Fig. 1: signal wires on met4
Supply wires on this layer in grey.
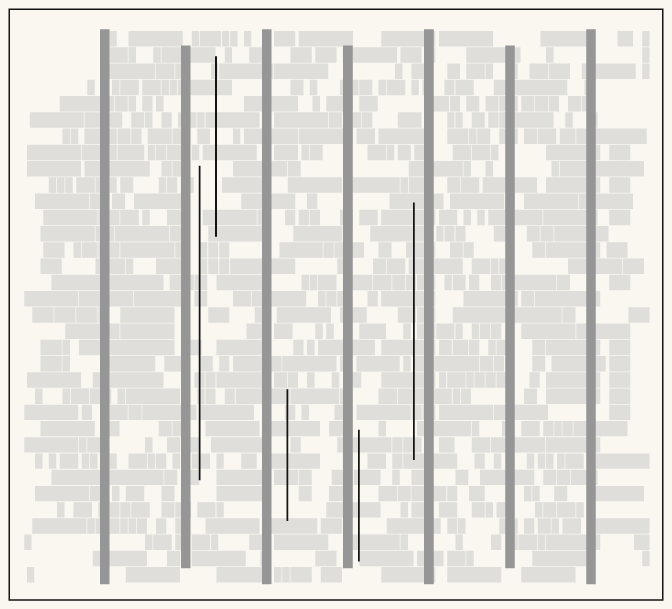
Fig. 2: cell outlines without signal wires
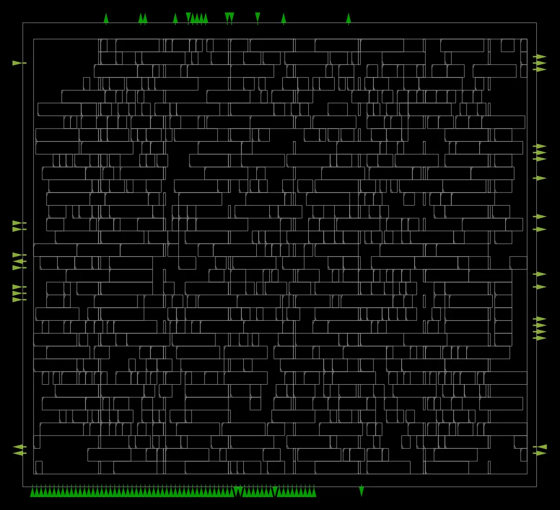
Fig. 3: cell sizes after repair
Bar = 20 um.
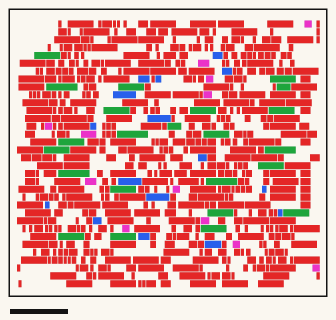
Fig. 4: metal 3
Bar = 20 um.
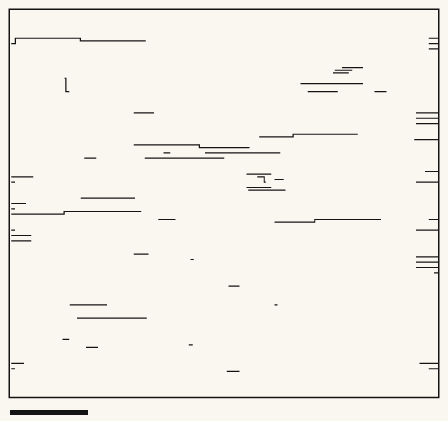
Fig. 5: signal wires by layer
Bar = 20 um.
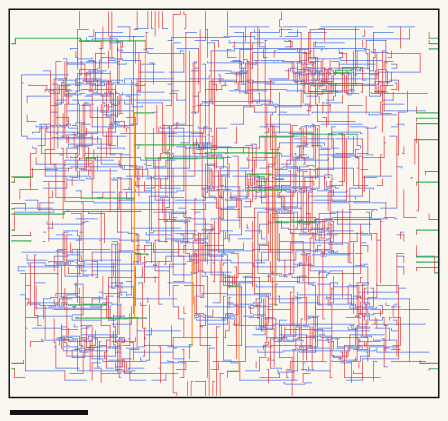
### config.mk
export PLATFORM = sky130hd
export DESIGN_NAME = rv_key_ctrl
export DESIGN_NICKNAME = d
export VERILOG_FILES = /design/src/rtl/rv_pkg.sv /design/src/rtl/rv_key_debounce.sv /design/src/rtl/rv_key_ctrl.sv
export SDC_FILE = /design/constraint.sdc
export NUM_CORES = 1
export LEC_CHECK = 0
export CORE_ASPECT_RATIO = 0.9
export CORE_MARGIN = 2
export CORE_UTILIZATION = 56
export CTS_CLUSTER_SIZE = 24
export DETAILED_ROUTE_END_ITERATION = 8
export PLACE_DENSITY_LB_ADDON = 0.05
export SYNTH_ARGS = -nofsm -noshare
export SYNTH_HDL_FRONTEND = slang
export SYNTH_SLANG_ARGS = --single-unit
### constraint.sdc
create_clock -name clk_i -period 11 [get_ports clk_i]
set_input_delay 1.65 -clock clk_i [delete_from_list [all_inputs] [get_ports clk_i]]
set_output_delay 1.65 -clock clk_i [all_outputs]
set_load 0.1 [all_outputs]
### src/rtl/rv_pkg.sv
// Shared definitions for the rv core slice: bus width, key controller register
// map and small helpers.
package rv_pkg;

    localparam int XLEN = 32;

    localparam logic [1:0] KEY_STATE_IDX   = 2'd0;
    localparam logic [1:0] KEY_PRESS_IDX   = 2'd1;
    localparam logic [1:0] KEY_RELEASE_IDX = 2'd2;
    localparam logic [1:0] KEY_COUNT_IDX   = 2'd3;

    localparam int KEY_COUNT_W = 16;

    function automatic logic [KEY_COUNT_W-1:0] key_popcount(input logic [15:0] bits);
        logic [KEY_COUNT_W-1:0] sum;
        sum = '0;
        for (int i = 0; i < 16; i++) begin
            sum = sum + {{(KEY_COUNT_W-1){1'b0}}, bits[i]};
        end
        return sum;
    endfunction

endpackage

### src/rtl/rv_key_debounce.sv
// One key: polarity correction, 2-FF synchroniser and persistence counter that
// flips the stable level once a new level has held for DEBOUNCE_CYCLES samples.
module rv_key_debounce #(
    parameter int DEBOUNCE_CYCLES = 50000,
    parameter bit ACTIVE_LOW      = 1'b1
) (
    input  logic clk_i,
    input  logic arstn_i,
    input  logic key_i,
    output logic level_o,
    output logic rise_o,
    output logic fall_o
);

    localparam int CNT_W = $clog2(DEBOUNCE_CYCLES);
    localparam logic [CNT_W-1:0] CNT_MAX = CNT_W'(DEBOUNCE_CYCLES - 1);
    localparam logic [CNT_W-1:0] CNT_ONE = CNT_W'(1);

    logic             key_s;
    logic             sync1_r;
    logic             sync2_r;
    logic             level_r;
    logic [CNT_W-1:0] cnt_r;
    logic [CNT_W-1:0] cnt_nxt_s;
    logic             flip_s;

    assign key_s = key_i ^ ACTIVE_LOW;

    // Counter restarts whenever the synchronised level agrees with the stable one.
    always_comb begin
        cnt_nxt_s = '0;
        flip_s    = 1'b0;
        if (sync2_r == level_r) begin
            cnt_nxt_s = '0;
        end else if (cnt_r == CNT_MAX) begin
            flip_s    = 1'b1;
            cnt_nxt_s = '0;
        end else begin
            cnt_nxt_s = cnt_r + CNT_ONE;
        end
    end

    // Synchroniser, persistence counter and stable level.
    always_ff @(posedge clk_i or negedge arstn_i) begin
        if (!arstn_i) begin
            sync1_r <= 1'b0;
            sync2_r <= 1'b0;
            cnt_r   <= '0;
            level_r <= 1'b0;
        end else begin
            sync1_r <= key_s;
            sync2_r <= sync1_r;
            cnt_r   <= cnt_nxt_s;
            level_r <= level_r ^ flip_s;
        end
    end

    assign level_o = level_r;
    assign rise_o  = flip_s & ~level_r;
    assign fall_o  = flip_s & level_r;

endmodule

### src/rtl/rv_key_ctrl.sv
// Memory-mapped push-button peripheral: debounced STATE, sticky W1C PRESS and
// RELEASE flags, a press COUNT and a fixed one-cycle rvalid response.
module rv_key_ctrl
    import rv_pkg::*;
#(
    parameter int NUM_KEYS        = 4,
    parameter int DEBOUNCE_CYCLES = 50000,
    parameter bit KEYS_ACTIVE_LOW = 1'b1
) (
    input  logic                clk_i,
    input  logic                arstn_i,
    input  logic [NUM_KEYS-1:0] keys_i,
    input  logic                data_req_i,
    input  logic                data_we_i,
    input  logic [XLEN/8-1:0]   data_be_i,
    input  logic [XLEN-1:0]     data_addr_i,
    input  logic [XLEN-1:0]     data_wdata_i,
    output logic                data_rvalid_o,
    output logic [XLEN-1:0]     data_rdata_o
);

    logic [NUM_KEYS-1:0]    level_s;
    logic [NUM_KEYS-1:0]    rise_s;
    logic [NUM_KEYS-1:0]    fall_s;
    logic [NUM_KEYS-1:0]    w1c_s;
    logic [NUM_KEYS-1:0]    press_r;
    logic [NUM_KEYS-1:0]    release_r;
    logic [NUM_KEYS-1:0]    press_nxt_s;
    logic [NUM_KEYS-1:0]    release_nxt_s;
    logic [KEY_COUNT_W-1:0] count_r;
    logic [KEY_COUNT_W-1:0] count_nxt_s;
    logic [KEY_COUNT_W-1:0] rise_cnt_s;
    logic [1:0]             idx_s;
    logic                   wr_s;
    logic                   press_wr_s;
    logic                   release_wr_s;
    logic                   count_clr_s;
    logic [XLEN-1:0]        rd_mux_s;
    logic [XLEN-1:0]        rdata_r;
    logic                   rvalid_r;
    logic                   unused_s;

    for (genvar g = 0; g < NUM_KEYS; g++) begin : g_key
        rv_key_debounce #(
            .DEBOUNCE_CYCLES (DEBOUNCE_CYCLES),
            .ACTIVE_LOW      (KEYS_ACTIVE_LOW)
        ) u_debounce (
            .clk_i   (clk_i),
            .arstn_i (arstn_i),
            .key_i   (keys_i[g]),
            .level_o (level_s[g]),
            .rise_o  (rise_s[g]),
            .fall_o  (fall_s[g])
        );
    end

    assign idx_s        = data_addr_i[3:2];
    assign wr_s         = data_req_i & data_we_i;
    assign press_wr_s   = wr_s & (idx_s == KEY_PRESS_IDX);
    assign release_wr_s = wr_s & (idx_s == KEY_RELEASE_IDX);
    assign count_clr_s  = wr_s & (idx_s == KEY_COUNT_IDX) & (|data_be_i);
    assign rise_cnt_s   = key_popcount(16'(rise_s));
    assign unused_s     = ^{data_addr_i[XLEN-1:4], data_addr_i[1:0], data_wdata_i[XLEN-1:NUM_KEYS]};

    // Event registers: a same-cycle event beats a W1C, and a COUNT clear keeps this cycle's presses.
    always_comb begin
        w1c_s = '0;
        for (int i = 0; i < NUM_KEYS; i++) begin
            w1c_s[i] = data_wdata_i[i] & data_be_i[i / 8];
        end
        press_nxt_s   = (press_r & ~({NUM_KEYS{press_wr_s}} & w1c_s)) | rise_s;
        release_nxt_s = (release_r & ~({NUM_KEYS{release_wr_s}} & w1c_s)) | fall_s;
        count_nxt_s   = count_clr_s ? rise_cnt_s : (count_r + rise_cnt_s);
    end

    // Read mux over the pre-update register state.
    always_comb begin
        rd_mux_s = '0;
        case (idx_s)
            KEY_STATE_IDX:   rd_mux_s[NUM_KEYS-1:0]    = level_s;
            KEY_PRESS_IDX:   rd_mux_s[NUM_KEYS-1:0]    = press_r;
            KEY_RELEASE_IDX: rd_mux_s[NUM_KEYS-1:0]    = release_r;
            KEY_COUNT_IDX:   rd_mux_s[KEY_COUNT_W-1:0] = count_r;
            default:         rd_mux_s                  = '0;
        endcase
    end

    // Event/count state and the one-cycle response pipeline.
    always_ff @(posedge clk_i or negedge arstn_i) begin
        if (!arstn_i) begin
            press_r   <= '0;
            release_r <= '0;
            count_r   <= '0;
            rvalid_r  <= 1'b0;
            rdata_r   <= '0;
        end else begin
            press_r   <= press_nxt_s;
            release_r <= release_nxt_s;
            count_r   <= count_nxt_s;
            rvalid_r  <= data_req_i;
            rdata_r   <= (data_req_i && !data_we_i) ? rd_mux_s : '0;
        end
    end

    assign data_rvalid_o = rvalid_r;
    assign data_rdata_o  = rdata_r;

endmodule
==> flow_results.xml <==
<?xml version="1.0" encoding="UTF-8"?>
<metrics>
  <group name="outcome">
    <metric name="run_status" unit="">finished, final reports clean</metric>
  </group>
  <group name="min_path">
    <metric name="worstHoldPathCells" unit="">0</metric>
    <metric name="min-delay-start" unit="">g_key[1].u_debounce.sync1_r$_DFF_PN0_</metric>
    <metric name="worst_hold_path_type" unit="">reg2reg</metric>
  </group>
  <group name="route">
    <metric name="drc_violations" unit="">0</metric>
    <metric name="initialDrtViolationCount" unit="">198</metric>
    <metric name="drt.antenna.violating_nets" unit="">0</metric>
    <metric name="avgViaCountPerCell" unit="">5.52</metric>
    <metric name="detail_route.first_pass.iterations" unit="">5</metric>
  </group>
  <group name="worst_setup_path">
    <metric name="cpLargestDelayFamily" unit="">simple AND/OR/NAND/NOR gates</metric>
    <metric name="cp.buffers_inverters" unit="">0</metric>
    <metric name="reg2reg_slack" unit="ps">6330</metric>
    <metric name="crit_path_start_kind" unit="">register</metric>
    <metric name="critPathSlowestCell" unit="">a2111oi_0</metric>
    <metric name="critical_path.endpoint" unit="">count_r[13]$_DFF_PN0_</metric>
    <metric name="regToRegStartpoint" unit="">g_key[1].u_debounce.cnt_r[13]$_DFF_PN0_</metric>
    <metric name="critPathArrivalTime" unit="ps">5050</metric>
    <metric name="regToRegEndpoint" unit="">count_r[13]$_DFF_PN0_</metric>
    <metric name="setup.worst_path.end_class" unit="">register</metric>
    <metric name="worstPathMaxFanout" unit="">5</metric>
    <metric name="crit_chain" unit="">or4_1, or4_1, nor3_1, fa_1, ha_1, ha_1, ha_1, nand3_1, a2111oi_0, a31o_2, a21oi_1</metric>
    <metric name="worstRegToRegCells" unit="">11</metric>
    <metric name="critical_path.max_stage_delay" unit="ps">880</metric>
    <metric name="crit_cells" unit="">11</metric>
    <metric name="timing.setup.critical_path_class" unit="">reg2reg</metric>
    <metric name="critical_path_required" unit="ps">11380</metric>
    <metric name="timing.critical_path.mode_cell" unit="">ha_1</metric>
  </group>
  <group name="cts">
    <metric name="clock_path_buffers" unit="">2</metric>
    <metric name="postCtsSetupBuffers" unit="">0</metric>
    <metric name="cts-htree-levels" unit="">4</metric>
    <metric name="cts_sinks" unit="">117</metric>
    <metric name="tritoncts" unit="">done</metric>
    <metric name="master_cell_of_the_clock_root_buffer" unit="">clkbuf_8</metric>
    <metric name="cts_buffers" unit="">17</metric>
    <metric name="path_clk_slew" unit="ps">60</metric>
    <metric name="post_cts_hold_buffers" unit="">0</metric>
  </group>
  <group name="power_and_ir_drop">
    <metric name="power_internal" unit="uW">868</metric>
    <metric name="power-top-group" unit="">the clock network</metric>
    <metric name="standby_leakage_power" unit="nW">2.77</metric>
    <metric name="pwr-share-clk" unit="%">51.9</metric>
    <metric name="total_power" unit="mW">1.14</metric>
    <metric name="clockNetworkPower" unit="uW">591</metric>
    <metric name="seq_power" unit="uW">461</metric>
    <metric name="sequentialPowerShare" unit="%">40.5</metric>
    <metric name="power_switching" unit="uW">271</metric>
    <metric name="comb_power_share" unit="%">7.7</metric>
    <metric name="powerDensity" unit="nW/um^2">172</metric>
    <metric name="combinational_power" unit="uW">87.7</metric>
  </group>
  <group name="grt">
    <metric name="first_global_vias" unit="">4021</metric>
    <metric name="grt_start_max_net_pins" unit="">74</metric>
    <metric name="antenna_found_initial" unit="">0</metric>
    <metric name="gr-total-overflow" unit="">0</metric>
  </group>
  <group name="finish">
    <metric name="diodes" unit="">0</metric>
    <metric name="lay_top_count" unit="">dfrtp_1</metric>
    <metric name="area_dominant_class" unit="">registers</metric>
    <metric name="invs_w_o_clock" unit="">19</metric>
    <metric name="drive_gt1_share" unit="%">8.47</metric>
    <metric name="area_share_nonclk_buffers" unit="%">5.43</metric>
    <metric name="sequential_cell_area" unit="um^2">2930</metric>
    <metric name="layout.cells.most_common_list" unit="">117 x dfrtp_1, 84 x nor2_1, 52 x xnor2_1, 33 x clkdlybuf4s50_1, 32 x nand2_1</metric>
    <metric name="n_clock_buffer" unit="">19</metric>
    <metric name="layout.clock.cell_area_share" unit="%">9.60</metric>
    <metric name="area.share.combinational" unit="%">37.4</metric>
    <metric name="num-nets-final" unit="">676</metric>
  </group>
  <group name="timing">
    <metric name="number_of_endpoints_with_negative_hold_slack_in_the_final_report" unit="">0</metric>
    <metric name="slew_violations" unit="">0</metric>
    <metric name="max_clock_freq" unit="GHz">0.214</metric>
    <metric name="timing.final.crit_share" unit="%">42.5</metric>
    <metric name="finalSetupViolations" unit="">0</metric>
    <metric name="rsz0062_at_grt" unit="">no</metric>
    <metric name="setup_tns" unit="ps">0</metric>
    <metric name="layout_min_cycle_time" unit="ps">4670</metric>
    <metric name="measured_slew_at_the_worst_slew_check_pin" unit="ps">965</metric>
  </group>
  <group name="floorplan">
    <metric name="io-pin-count" unit="">109</metric>
    <metric name="chip_area" unit="um^2">10800</metric>
    <metric name="placement_rows" unit="">34</metric>
    <metric name="num_tap_cells" unit="">126</metric>
    <metric name="chipHeight" unit="um">98.7</metric>
    <metric name="coreArea" unit="um^2">9700</metric>
    <metric name="die_w" unit="um">109</metric>
  </group>
  <group name="place">
    <metric name="placed_area" unit="um^2">6000</metric>
    <metric name="detailed_place_hpwl" unit="um">7360</metric>
    <metric name="place_congestion" unit="">0.814</metric>
  </group>
  <group name="logic_synthesis">
    <metric name="synth-main-ff-cell" unit="">dfrtp_1</metric>
    <metric name="synth_flop_count" unit="">117</metric>
    <metric name="synthCells" unit="">542</metric>
    <metric name="synthesis.area" unit="um^2">5580</metric>
    <metric name="ys_seq_share" unit="%">52.5</metric>
    <metric name="yosysWarningCount" unit="">0</metric>
    <metric name="netlist-cell-type-count" unit="">44</metric>
    <metric name="yosysCellCount" unit="">542</metric>
    <metric name="asyncSetResetFlopFracSynth" unit="%">100</metric>
  </group>
</metrics>
-- Fig. 1 (at the start) --
longest straight run	52.4 um
share of all routed wire	1.5%
nets with wire on the layer	4
wire length on this layer	169 um
main direction	vertical
total wirelength of the detailed-routed design: 11000 um
vias post-DR: 4021

-- Fig. 2 (at the start) --
flip-flops: 117
Seq/total area: 44.1%
tally of non-filler cells in the final layout: 728
utilization after layout: 68.4%
count of filler cells inserted in the layout: 765

-- Fig. 3 (at the start) --
size	colour	cells
drive 1 or less	red	551
drive 3 to 4	magenta	12
drive 2	blue	16
drive 6 and up	green	23
Non-Filler Cell Area, Final: 6630 um^2
Layout Area Growth over Synthesis: 18.9%
non-clock buffer instance count of the final layout: 37
post-layout worst setup margin: 6330 ps

-- Fig. 4 (at the start) --
share of all routed wire	3.8%
nets with wire on the layer	48
longest straight run	20.0 um
wire length on this layer	419 um
main direction	horizontal
met3 routing resource usage after global routing: 7.21%

-- Fig. 5 (at the start) --
layer	colour	wire length
met1	blue	5170 um
met3	green	419 um
met2	red	5240 um
met4	orange	169 um
average detailed-routed wire length per instance: 15.1 um
GR Util All Layers: 23.2%

## Yosys cell counts (2+ instances only)
library cell / n / share of area [%]
xor2_1: 11 / 1.7
nand2b_1: 11 / 1.2
o41ai_1: 3 / 0.47
nand4_1: 18 / 2.0
clkbuf_1: 4 / 0.27
and4_1: 2 / 0.31
buf_4: 19 / 2.6
nand2_2: 2 / 0.22
or4_1: 7 / 0.94
mux4_2: 4 / 1.6
a2111oi_0: 2 / 0.31
ha_1: 9 / 2.0
nor2b_1: 5 / 0.56
xnor2_1: 52 / 8.2
dfrtp_1: 117 / 53
and3_1: 7 / 0.79
or3_1: 6 / 0.67
or4bb_1: 2 / 0.40
mux2_2: 2 / 0.40
or4b_2: 2 / 0.36
nor4_1: 16 / 1.8
nand4b_1: 3 / 0.47
nor2_1: 84 / 5.7
nand3_1: 25 / 2.2
a21oi_1: 12 / 1.1
inv_1: 19 / 1.3
or4_4: 2 / 0.40
fa_1: 2 / 0.72
o21ai_0: 22 / 2.0
nand2_1: 32 / 2.2
nor3_1: 15 / 1.3
and2_1: 13 / 1.5
## per-layer routing
layer,routed length (um),up-vias,GRT usage (%),share of wire [%]
met3,419,15,7.21,3.8
met2,5240,83,34.7,48
met1,5170,1979,32.6,47
met5,0,-,0,0
met4,168,0,7.30,1.5
li1,-,1944,-,-
## sequential cells by signal, indices dropped and copies added, names as in the netlist, named ones only
register                  cells
g_key.u_debounce.cnt_r       64
count_r                      16
data_rdata_o                 16
g_key.u_debounce.sync1_r      4
g_key.u_debounce.sync2_r      4
press_r                       4
release_r                     4
data_rvalid_o                 1
## logic make-up after synthesis
kind of cell	count (synthesis)	share of synthesized area [%]
compound gates	45	4.78
xor+xnor	63	9.89
fa+ha+maj	11	2.74
buf+inv	43	4.20
flops	117	52.5
mux	8	2.49
other cells	1	0.0672
simple gates	254	23.3
Power is estimated from default activity; no workload was simulated.
